`src/rtl/envase_pkg.sv`:
```
// Shared state codes and counting defaults for the bottle fill/seal line controller.
package envase_pkg;

    // Codes are fixed because estado drives the panel display directly.
    typedef enum logic [2:0] {
        PARADO  = 3'd0,
        ESTEIRA = 3'd1,
        ENCHE   = 3'd2,
        VEDA    = 3'd3,
        ALARME  = 3'd4
    } estado_t;

    localparam int DUZIA_PADRAO     = 12;
    localparam int DUZIA_MAX_PADRAO = 10;

endpackage

```
`src/rtl/modulo_estoque_rolhas.sv`:
```
// Two-level cork store: stock register fed by panel entries, dispenser register
// refilled from stock in lots and drained by one cork per sealed bottle.
module modulo_estoque_rolhas #(
    parameter int ROLHA_W   = 7,
    parameter int ROLHA_MAX = 99,
    parameter int ROLHA_MIN = 5,
    parameter int LOTE      = 20
) (
    input  logic               clk,
    input  logic               Nclr,
    input  logic               consume,
    input  logic               ent_valid,
    input  logic [ROLHA_W-1:0] ent_qtd,
    output logic [ROLHA_W-1:0] estoque,
    output logic [ROLHA_W-1:0] disp,
    output logic               ent_err
);

    logic [ROLHA_W-1:0] estoque_q, estoque_d;
    logic [ROLHA_W-1:0] disp_q, disp_d;
    logic               ent_err_q, ent_err_d;
    logic [ROLHA_W-1:0] lote_t;
    logic [ROLHA_W-1:0] restante;
    logic [ROLHA_W:0]   soma;
    logic               precisa;

    always_comb begin
        precisa = (disp_q < ROLHA_W'(ROLHA_MIN)) && (estoque_q != '0);
        lote_t  = '0;
        if (precisa) begin
            lote_t = (estoque_q < ROLHA_W'(LOTE)) ? estoque_q : ROLHA_W'(LOTE);
        end
        restante = estoque_q - lote_t;

        // An entry is judged against the stock left after this cycle's transfer.
        soma      = {1'b0, restante} + {1'b0, ent_qtd};
        estoque_d = restante;
        ent_err_d = 1'b0;
        if (ent_valid) begin
            if (soma <= (ROLHA_W+1)'(ROLHA_MAX)) begin
                estoque_d = soma[ROLHA_W-1:0];
            end else begin
                ent_err_d = 1'b1;
            end
        end

        disp_d = disp_q + lote_t - ROLHA_W'(consume);
    end

    always_ff @(posedge clk or negedge Nclr) begin
        if (!Nclr) begin
            estoque_q <= '0;
            disp_q    <= '0;
            ent_err_q <= 1'b0;
        end else begin
            estoque_q <= estoque_d;
            disp_q    <= disp_d;
            ent_err_q <= ent_err_d;
        end
    end

    assign estoque = estoque_q;
    assign disp    = disp_q;
    assign ent_err = ent_err_q;

endmodule

```
`src/rtl/modulo_envase_vedacao_param.sv`:
```
// Fill/seal line controller: conveyor/fill/seal FSM, bottle and dozen counters, cork store.
// Define ENVASE_WATCHDOG_EN to add the ENCHE/VEDA dwell watchdog.
module modulo_envase_vedacao_param
    import envase_pkg::*;
#(
    parameter int ROLHA_W   = 7,
    parameter int ROLHA_MAX = 99,
    parameter int ROLHA_MIN = 5,
    parameter int LOTE      = 20,
    parameter int DUZIA     = DUZIA_PADRAO,
    parameter int DUZIA_MAX = DUZIA_MAX_PADRAO
`ifdef ENVASE_WATCHDOG_EN
    ,parameter int WDOG_CYC = 255
`endif
) (
    input  logic                         clk,
    input  logic                         Nclr,
    input  logic                         start_stop,
    input  logic                         pg,
    input  logic                         ch,
    input  logic                         cq,
    input  logic                         ent_valid,
    input  logic [ROLHA_W-1:0]           ent_qtd,
    output logic                         ent_err,
    output logic                         m,
    output logic                         ev,
    output logic                         ve,
    output logic                         al,
    output logic [2:0]                   estado,
    output logic [ROLHA_W-1:0]           estoque,
    output logic [ROLHA_W-1:0]           disp,
    output logic [$clog2(DUZIA)-1:0]     cnt_garrafas,
    output logic [$clog2(DUZIA_MAX)-1:0] cnt_duzias
);

    localparam int CG_W = $clog2(DUZIA);
    localparam int CD_W = $clog2(DUZIA_MAX);

    estado_t           state_q, state_d;
    logic              ss_prev_q, ss_prev_d;
    logic              m_q, m_d, ev_q, ev_d, ve_q, ve_d, al_q, al_d;
    logic [CG_W-1:0]   cnt_g_q, cnt_g_d;
    logic [CD_W-1:0]   cnt_d_q, cnt_d_d;
    logic [ROLHA_W-1:0] disp_w;
    logic              consume;
    logic              ss_edge;

`ifdef ENVASE_WATCHDOG_EN
    localparam int WDOG_W = $clog2(WDOG_CYC + 1);
    logic [WDOG_W-1:0] wdog_cnt_q, wdog_cnt_d;
    logic              wdog_flag_q, wdog_flag_d;
    logic              wdog_hit;
`endif

    modulo_estoque_rolhas #(
        .ROLHA_W   (ROLHA_W),
        .ROLHA_MAX (ROLHA_MAX),
        .ROLHA_MIN (ROLHA_MIN),
        .LOTE      (LOTE)
    ) u_estoque (
        .clk       (clk),
        .Nclr      (Nclr),
        .consume   (consume),
        .ent_valid (ent_valid),
        .ent_qtd   (ent_qtd),
        .estoque   (estoque),
        .disp      (disp_w),
        .ent_err   (ent_err)
    );

    // A stop request blocks the seal, so no cork is used and no bottle counted.
    assign consume   = (state_q == VEDA) && start_stop && cq;
    assign ss_edge   = start_stop && !ss_prev_q;
    assign ss_prev_d = start_stop;

    always_comb begin
        state_d = state_q;
        case (state_q)
            PARADO:  state_d = ESTEIRA;
            ESTEIRA: if (pg) state_d = ENCHE;
            ENCHE:   if (ch) state_d = (disp_w == '0) ? ALARME : VEDA;
            VEDA:    if (cq) state_d = ESTEIRA;
            ALARME: begin
`ifdef ENVASE_WATCHDOG_EN
                if ((disp_w != '0) && !wdog_flag_q) state_d = VEDA;
`else
                if (disp_w != '0) state_d = VEDA;
`endif
            end
            default: state_d = PARADO;
        endcase
`ifdef ENVASE_WATCHDOG_EN
        if (wdog_hit) state_d = ALARME;
`endif
        if (!start_stop) state_d = PARADO;

        m_d  = (state_d == ESTEIRA);
        ev_d = (state_d == ENCHE);
        ve_d = (state_d == VEDA);
        al_d = (state_d == ALARME);
    end

    always_comb begin
        cnt_g_d = cnt_g_q;
        cnt_d_d = cnt_d_q;
        if (ss_edge) begin
            cnt_g_d = '0;
            cnt_d_d = '0;
        end else if (consume) begin
            if (cnt_g_q == CG_W'(DUZIA - 1)) begin
                cnt_g_d = '0;
                cnt_d_d = (cnt_d_q == CD_W'(DUZIA_MAX - 1)) ? '0 : cnt_d_q + CD_W'(1);
            end else begin
                cnt_g_d = cnt_g_q + CG_W'(1);
            end
        end
    end

`ifdef ENVASE_WATCHDOG_EN
    // The dwell counter restarts on every state change; a watchdog alarm latches until stop.
    always_comb begin
        wdog_hit = ((state_q == ENCHE) || (state_q == VEDA)) &&
                   (wdog_cnt_q == WDOG_W'(WDOG_CYC - 1));
        if (state_d != state_q) begin
            wdog_cnt_d = '0;
        end else if ((state_q == ENCHE) || (state_q == VEDA)) begin
            wdog_cnt_d = wdog_cnt_q + WDOG_W'(1);
        end else begin
            wdog_cnt_d = '0;
        end
        if (state_d == PARADO) begin
            wdog_flag_d = 1'b0;
        end else if (wdog_hit) begin
            wdog_flag_d = 1'b1;
        end else begin
            wdog_flag_d = wdog_flag_q;
        end
    end

    always_ff @(posedge clk or negedge Nclr) begin
        if (!Nclr) begin
            wdog_cnt_q  <= '0;
            wdog_flag_q <= 1'b0;
        end else begin
            wdog_cnt_q  <= wdog_cnt_d;
            wdog_flag_q <= wdog_flag_d;
        end
    end
`endif

    always_ff @(posedge clk or negedge Nclr) begin
        if (!Nclr) begin
            state_q   <= PARADO;
            ss_prev_q <= 1'b0;
            m_q       <= 1'b0;
            ev_q      <= 1'b0;
            ve_q      <= 1'b0;
            al_q      <= 1'b0;
            cnt_g_q   <= '0;
            cnt_d_q   <= '0;
        end else begin
            state_q   <= state_d;
            ss_prev_q <= ss_prev_d;
            m_q       <= m_d;
            ev_q      <= ev_d;
            ve_q      <= ve_d;
            al_q      <= al_d;
            cnt_g_q   <= cnt_g_d;
            cnt_d_q   <= cnt_d_d;
        end
    end

    assign m            = m_q;
    assign ev           = ev_q;
    assign ve           = ve_q;
    assign al           = al_q;
    assign estado       = state_q;
    assign disp         = disp_w;
    assign cnt_garrafas = cnt_g_q;
    assign cnt_duzias   = cnt_d_q;

endmodule

```
`config.mk`:
```
export PLATFORM = sky130hd
export DESIGN_NAME = modulo_envase_vedacao_param
export DESIGN_NICKNAME = d
export VERILOG_FILES = /design/src/rtl/envase_pkg.sv /design/src/rtl/modulo_estoque_rolhas.sv /design/src/rtl/modulo_envase_vedacao_param.sv
export SDC_FILE = /design/constraint.sdc
export NUM_CORES = 1
export LEC_CHECK = 0
export CAP_MARGIN = 25
export CORE_ASPECT_RATIO = 0.7
export CORE_MARGIN = 2
export CORE_UTILIZATION = 30
export CTS_CLUSTER_DIAMETER = 120
export DETAILED_ROUTE_END_ITERATION = 10
export PLACE_DENSITY_LB_ADDON = 0.3
export SLEW_MARGIN = 20
export SYNTH_ARGS = -nofsm -noshare
export SYNTH_HDL_FRONTEND = slang
export SYNTH_SLANG_ARGS = --single-unit
export TNS_END_PERCENT = 5
```
`constraint.sdc`:
```
create_clock -name clk -period 4 [get_ports clk]
set_input_delay 0.8 -clock clk [delete_from_list [all_inputs] [get_ports clk]]
set_output_delay 0.8 -clock clk [all_outputs]
set_load 0.01 [all_outputs]
```
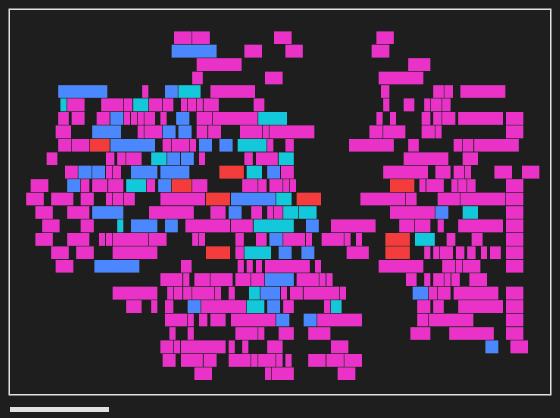
(cells by drive strength)
Scale bar: 20 um.
Cyan marks _2 cells, cells 20, share 6.0%, most used a21oi_2. Magenta marks _0 and _1 cells, cells 266, share 80%, most used clkdlybuf4s50_1. Blue marks _3 and _4 cells, cells 39, share 12%, most used buf_4. Red marks _6 and larger, cells 9, share 2.7%, most used clkbuf_8.

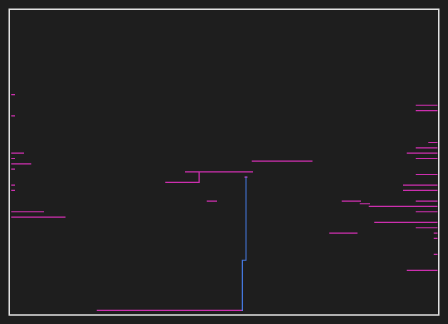
(wiring by layer)
Two of the layers only.
Blue marks metal 4, wire length 34.9 um. Magenta marks metal 3, wire length 242 um.

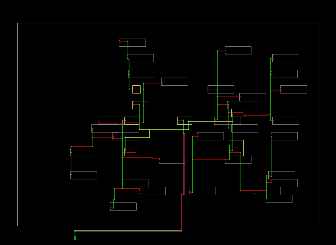
(clock wiring as the flow saved it)
flop count: 31
skew final: 0.008101 ns

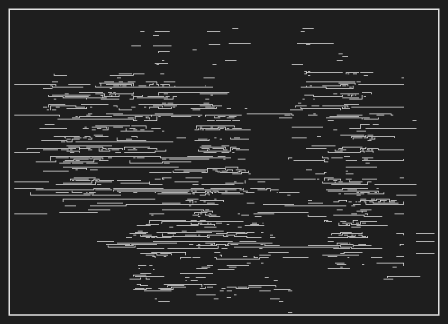
(the metal 1 layer)
The wires run mostly horizontal. The layer holds 51% of the routed length. The layer carries 2,760 um of wire. The longest straight run is 31.3 um. 350 nets have wire on it.

==> impl_metrics.csv <==
group,metric,value,unit
run_status,status,"finished clean",
global_route,globalRoute.busiestLayer,"met2",
cells_and_area,nClkBuffers,7,
die,taps,98,
cells_and_area,bufAreaShareNonClock,19.05,%
flow_run,cap_violations,0,
global_route,grt_max_degree,32,
critical_path,slowest_stage,"or4_4",
power_and_ir_drop,p_seq_share,16.5,%
synthesis,synth_warnings,0,
clock_tree,clk_latency,0.28,ns
power_and_ir_drop,p_clk_share,8.6,%
die,die-area,8489,um^2
cells_and_area,drive_above_1_share,20.36,%
cells_and_area,num-multi-input-gates,191,
placement,placed_cells,415,
routing,routed-via-count,2053,
cells_and_area,top_area_cell_class,"combinational gates",
clock_tree,cts_tree,"done",
synthesis,netlist_area,2327,um^2
critical_path,path_depth,16,
power_and_ir_drop,comb_power_share,74.9,%
power_and_ir_drop,comb-power,2.43,mW
synthesis,synthTopCellsByCount,"34 x inv_1, 31 x dfrtp_1, 28 x ha_1",
power_and_ir_drop,finalPower,3.236,mW
worst_hold_path,hold_path_class,"reg2reg",
routing,wl_met3,242,um
die,die_width,109.3,um
routing,wirelength,5443,um
cells_and_area,sh_comb_area,47.34,%
critical_path,path_class,"reg2reg",
critical_path,cp_cell_sequence,"or4_4 > a21oi_4 > nand3_2 > nor2_2 > ha_2 > fa_2 > inv_2 > ha_4 > a211o_4 > buf_6 > a21oi_4 > a21oi_2 > nor3b_2 > o21ai_4 > buf_6 > a32o_1",
critical_path,worst-path-max-fanout,5,
cells_and_area,fin_util,45.33,%
synthesis,ys_sh_xor,4.892,%
routing,drt_iter0_drc,69,
critical_path,r2r-end,"u_estoque.estoque[4]",
routing,ant_nets,0,
cells_and_area,clock_tree_area_fraction,3.089,%
critical_path,cp.buffers_inverters,3,
clock_tree,cts_sinks,31,
critical_path,worstSetupStartpoint,"u_estoque.disp[6]",
routing,drt-vias-per-instance,4.752,
critical_path,reg2regPathDepth,16,
placement,pre_cts_ws,-0.07389,ns
placement,placement.io_buffers,43,
worst_hold_path,hold_end,"cnt_duzias[3]",
synthesis,yosysTopAreaCell,"dfrtp_1",
global_route,grt_pass1_vias,1888,
critical_path,crit_path_end_kind,"flip-flop",
clock_tree,cts_htree_levels,2,
power_and_ir_drop,intPower,1.863,mW
synthesis,synth-main-ff-cell,"dfrtp_1",
cells_and_area,seq_area_share,23.07,%
critical_path,cp.arrival,4.13,ns
synthesis,synthAoiAreaFrac,17.31,%
Power and IR drop assume default switching activity.
